$ cat src/rtl/count_display_decoder.sv
// Synchronises and debounces a 4-bit asynchronous count, converts it to BCD and drives a
// two-digit multiplexed common-anode 7-segment display with blanking and zero suppression.
module count_display_decoder #(
  parameter int unsigned SCAN_DIV   = 125000,
  parameter int unsigned STABLE_CNT = 4,
  parameter int unsigned BLANK_CYC  = 16
) (
  input  logic       clk,
  input  logic       rst,
  input  logic [3:0] cnt_in,
  output logic [6:0] seg,
  output logic [1:0] an,
  output logic [3:0] value_out,
  output logic       bcd_tens,
  output logic [3:0] bcd_ones,
  output logic       update
);

  localparam int unsigned PW = (SCAN_DIV > 1) ? $clog2(SCAN_DIV) : 1;
  localparam int unsigned SW = (STABLE_CNT > 1) ? $clog2(STABLE_CNT) : 1;
  localparam logic [PW-1:0] PresMax  = PW'(SCAN_DIV - 1);
  localparam logic [PW-1:0] BlankLim = PW'(BLANK_CYC);
  localparam logic [SW-1:0] StabMax  = SW'(STABLE_CNT - 1);

  typedef enum logic {StOnes, StTens} scan_e;

  logic [3:0]    s1_q, s2_q;
  logic [3:0]    cand_q, cand_d;
  logic [SW-1:0] stab_q, stab_d;
  logic [3:0]    value_q, value_d;
  logic          update_q, update_d;
  logic [PW-1:0] presc_q, presc_d;
  scan_e         state_q, state_d;
  logic [6:0]    seg_q, seg_d;
  logic [1:0]    an_q, an_d;

  function automatic logic [6:0] seg_pat(input logic [3:0] d);
    logic [6:0] p;
    case (d)
      4'd0:    p = 7'h40;
      4'd1:    p = 7'h79;
      4'd2:    p = 7'h24;
      4'd3:    p = 7'h30;
      4'd4:    p = 7'h19;
      4'd5:    p = 7'h12;
      4'd6:    p = 7'h02;
      4'd7:    p = 7'h78;
      4'd8:    p = 7'h00;
      4'd9:    p = 7'h10;
      default: p = 7'h7F;
    endcase
    return p;
  endfunction

  always_ff @(posedge clk or negedge rst) begin
    if (!rst) begin
      s1_q     <= '0;
      s2_q     <= '0;
      cand_q   <= '0;
      stab_q   <= '0;
      value_q  <= '0;
      update_q <= 1'b0;
      presc_q  <= '0;
      state_q  <= StOnes;
      seg_q    <= 7'h7F;
      an_q     <= 2'b11;
    end else begin
      s1_q     <= cnt_in;
      s2_q     <= s1_q;
      cand_q   <= cand_d;
      stab_q   <= stab_d;
      value_q  <= value_d;
      update_q <= update_d;
      presc_q  <= presc_d;
      state_q  <= state_d;
      seg_q    <= seg_d;
      an_q     <= an_d;
    end
  end

  assign bcd_tens = (value_q >= 4'd10);
  assign bcd_ones = bcd_tens ? (value_q - 4'd10) : value_q;

  // Debounce: a candidate must stay put for STABLE_CNT samples before it is accepted.
  always_comb begin
    cand_d   = cand_q;
    stab_d   = stab_q;
    value_d  = value_q;
    update_d = 1'b0;
    if (s2_q != cand_q) begin
      cand_d = s2_q;
      stab_d = '0;
    end else if (stab_q < StabMax) begin
      stab_d = stab_q + 1'b1;
    end else if (cand_q != value_q) begin
      value_d  = cand_q;
      update_d = 1'b1;
    end
  end

  always_comb begin
    presc_d = presc_q + 1'b1;
    state_d = state_q;
    if (presc_q == PresMax) begin
      presc_d = '0;
      state_d = (state_q == StOnes) ? StTens : StOnes;
    end
  end

  // Display register reflects the current slot; it lags the prescaler by one cycle.
  always_comb begin
    seg_d = 7'h7F;
    an_d  = 2'b11;
    if (!(presc_q < BlankLim)) begin
      case (state_q)
        StOnes: begin
          an_d  = 2'b10;
          seg_d = seg_pat(bcd_ones);
        end
        StTens: begin
          if (bcd_tens) begin
            an_d  = 2'b01;
            seg_d = seg_pat(4'd1);
          end
        end
        default: ;
      endcase
    end
  end

  assign seg       = seg_q;
  assign an        = an_q;
  assign value_out = value_q;
  assign update    = update_q;

endmodule

$ cat config.mk
export PLATFORM = sky130hd
export DESIGN_NAME = count_display_decoder
export DESIGN_NICKNAME = d
export VERILOG_FILES = /design/src/rtl/count_display_decoder.sv
export SDC_FILE = /design/constraint.sdc
export NUM_CORES = 1
export LEC_CHECK = 0
export CAP_MARGIN = 0
export CELL_PAD_IN_SITES_DETAIL_PLACEMENT = 1
export CELL_PAD_IN_SITES_GLOBAL_PLACEMENT = 2
export CORE_MARGIN = 2
export CORE_UTILIZATION = 41
export CTS_BUF_LIST = sky130_fd_sc_hd__clkbuf_4
export CTS_CLUSTER_SIZE = 28
export DETAILED_ROUTE_END_ITERATION = 16
export PLACE_DENSITY_LB_ADDON = 0.08
export SETUP_SLACK_MARGIN = 0.1
export SLEW_MARGIN = 30
export SYNTH_ARGS = -nofsm -noshare
export SYNTH_HDL_FRONTEND = slang
export SYNTH_SLANG_ARGS = --single-unit
$ cat constraint.sdc
create_clock -name clk -period 3.7 [get_ports clk]
set_clock_uncertainty 0.05 [all_clocks]
set_input_delay 0.37 -clock clk [delete_from_list [all_inputs] [get_ports clk]]
set_output_delay 0.37 -clock clk [all_outputs]
set_load 0.005 [all_outputs]
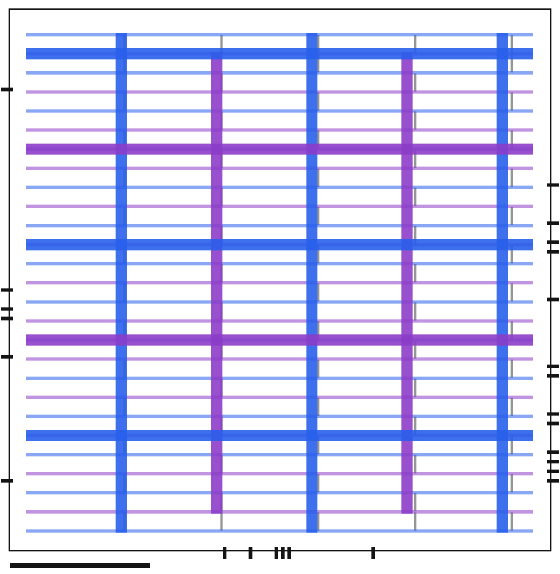
**Above:** floorplan with the power grid.
Bar = 20 um. Pins as bars on the die edge. Tap cells in gray.
Key: blue = VSS; purple = VDD
5 straps on met5. The core has 26 rows. 5 straps on met4. 25 signal pins sit on the boundary. 27 met1 rails follow the rows.
die width: 77.0 um
maximum vdd ir drop: 204 uV

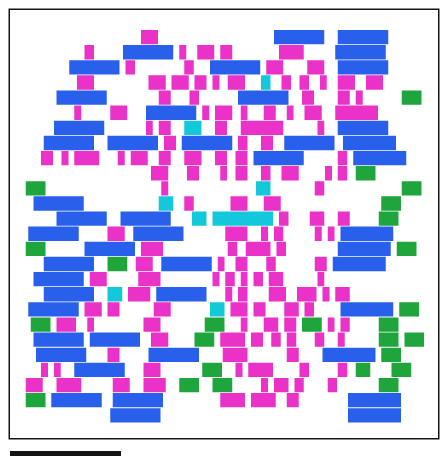
**Above:** placement by cell class.
Bar = 20 um.
Key: magenta = combinational and other logic [cells 142, share of their area 40%]; green = remaining buffers and delay cells [cells 25, share of their area 10%]; blue = sequential cells [cells 46, share of their area 47%]; cyan = clock drivers and dummy loads [cells 8, share of their area 3.3%]

==> impl_metrics.yaml <==
# synthesis and place-and-route metrics
logic_synthesis:
  syn-num-nets: 212
  yosysChipArea_um2: 2180
  mux_area_share_pct: 3.04
  simple_gate_share_pct: 18.1
  ys_cells: 198
  postSynthSeqShare_pct: 53.3
  ff_type: "dfrtp_1"
setup_path:
  reg2reg_to: "seg[5]"
  cp_slowest_stage_delay_ps: 580
run_status:
  status: "complete, no violations"
drt:
  dr.pass1.iters: 4
  route.met3.wl_um: 154
  wl_met1_um: 2050
layout:
  diodes: 0
  area_growth_pct: 17.1
  fin_area_um2: 2550
pwr:
  leakage_nw: 1.11
timing:
  tightest_slew_ps: 588
  hold_ws_ps: 319
cts:
  cts_tree: "built"
placement:
  placed_area_um2: 2460
  dp_cells: 282
hold_path:
  hold_class: "flip-flop to flip-flop"
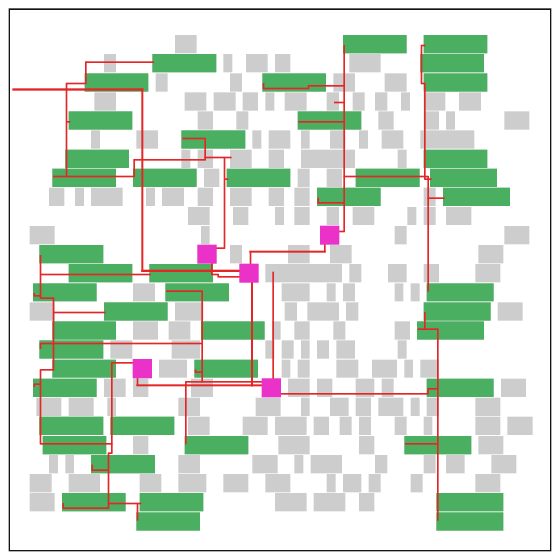
**Above:** clock network drawn from the DEF.
Key: red = clock wires [length 554 um]; magenta = clock drivers [count 5]; green = flip-flops [count 46]
There are 6 routed clock nets.
Latency at later pin: 360 ps
clock power share: 36.6%
Clk power: 0.312 mW

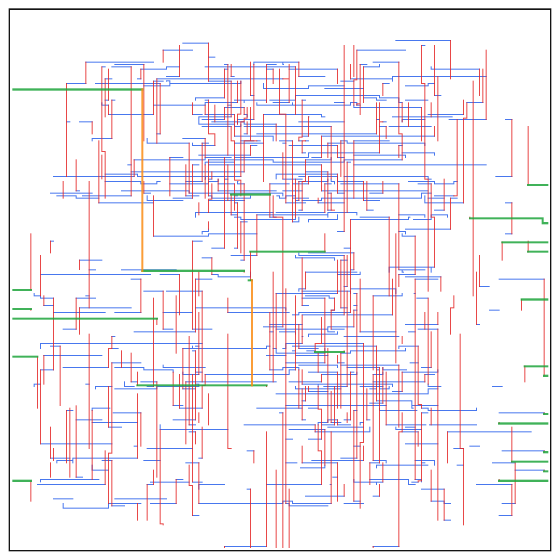
**Above:** signal wires by layer.
Key: green = metal 3 [wire length 154 um]; orange = metal 4 [wire length 40.8 um]; blue = metal 1 [wire length 2,050 um]; red = metal 2 [wire length 2,030 um]
routed via count: 1,521
WL/cell: 14.7 um
DRT Wirelength: 4280 um
Overall Global Routing Usage: 15.6%

==> critical path: cells and delay by family, from the launching register on <==
family	cells	cell delay, ps
buf+inv	3	760
simple gates	2	550
flops	1	580
fa+ha+maj	1	410
==> Yosys cell counts, types with 2 or more instances <==
| library cell | instances | area (um^2) |
|---|---|---|
| nand4_1 | 8 | 50.1 |
| buf_2 | 2 | 10.0 |
| o21ai_1 | 3 | 15.0 |
| nor2b_1 | 2 | 12.5 |
| xor2_1 | 9 | 78.8 |
| mux2_2 | 5 | 56.3 |
| dfrtp_1 | 37 | 926 |
| xnor2_1 | 15 | 131 |
| a21oi_1 | 5 | 25.0 |
| inv_1 | 12 | 45.0 |
| nand2_1 | 6 | 22.5 |
| dfstp_2 | 9 | 236 |
| ha_1 | 8 | 100 |
| nor3_1 | 4 | 20.0 |
| nor2_1 | 14 | 52.6 |
| o211ai_1 | 2 | 15.0 |
| clkbuf_1 | 7 | 26.3 |
| nor4_1 | 5 | 31.3 |
| nand3_1 | 10 | 50.1 |
| or2_2 | 2 | 12.5 |
| or3_1 | 5 | 31.3 |
| o21ai_0 | 7 | 35.0 |
| nor4_4 | 2 | 42.5 |
==> registers in the layout (all words and copies together) (netlist names) <==
signal,flops
seg,7
stab_q,2
update,1
an,2
cand_q,4
presc_q,17
s2_q,4
state_q,1
s1_q,4
value_out,4
==> layout make-up <==
type	instances	area (um^2)	area share, %
clock buffers	5	37.5	1.47
flip-flops and latches	46	1160	45.5
multi-input cells	130	931	36.4
well taps	70	87.6	3.43
inverters	12	45.0	1.76
clock inverters	3	43.8	1.71
repair buffers	25	248	9.70
==> what timing repair did <==
action,in CTS,in global routing
hold endpoints to repair,37,0
buffers inserted,0,0
hold buffers,1,0
Power and IR drop assume default switching activity.
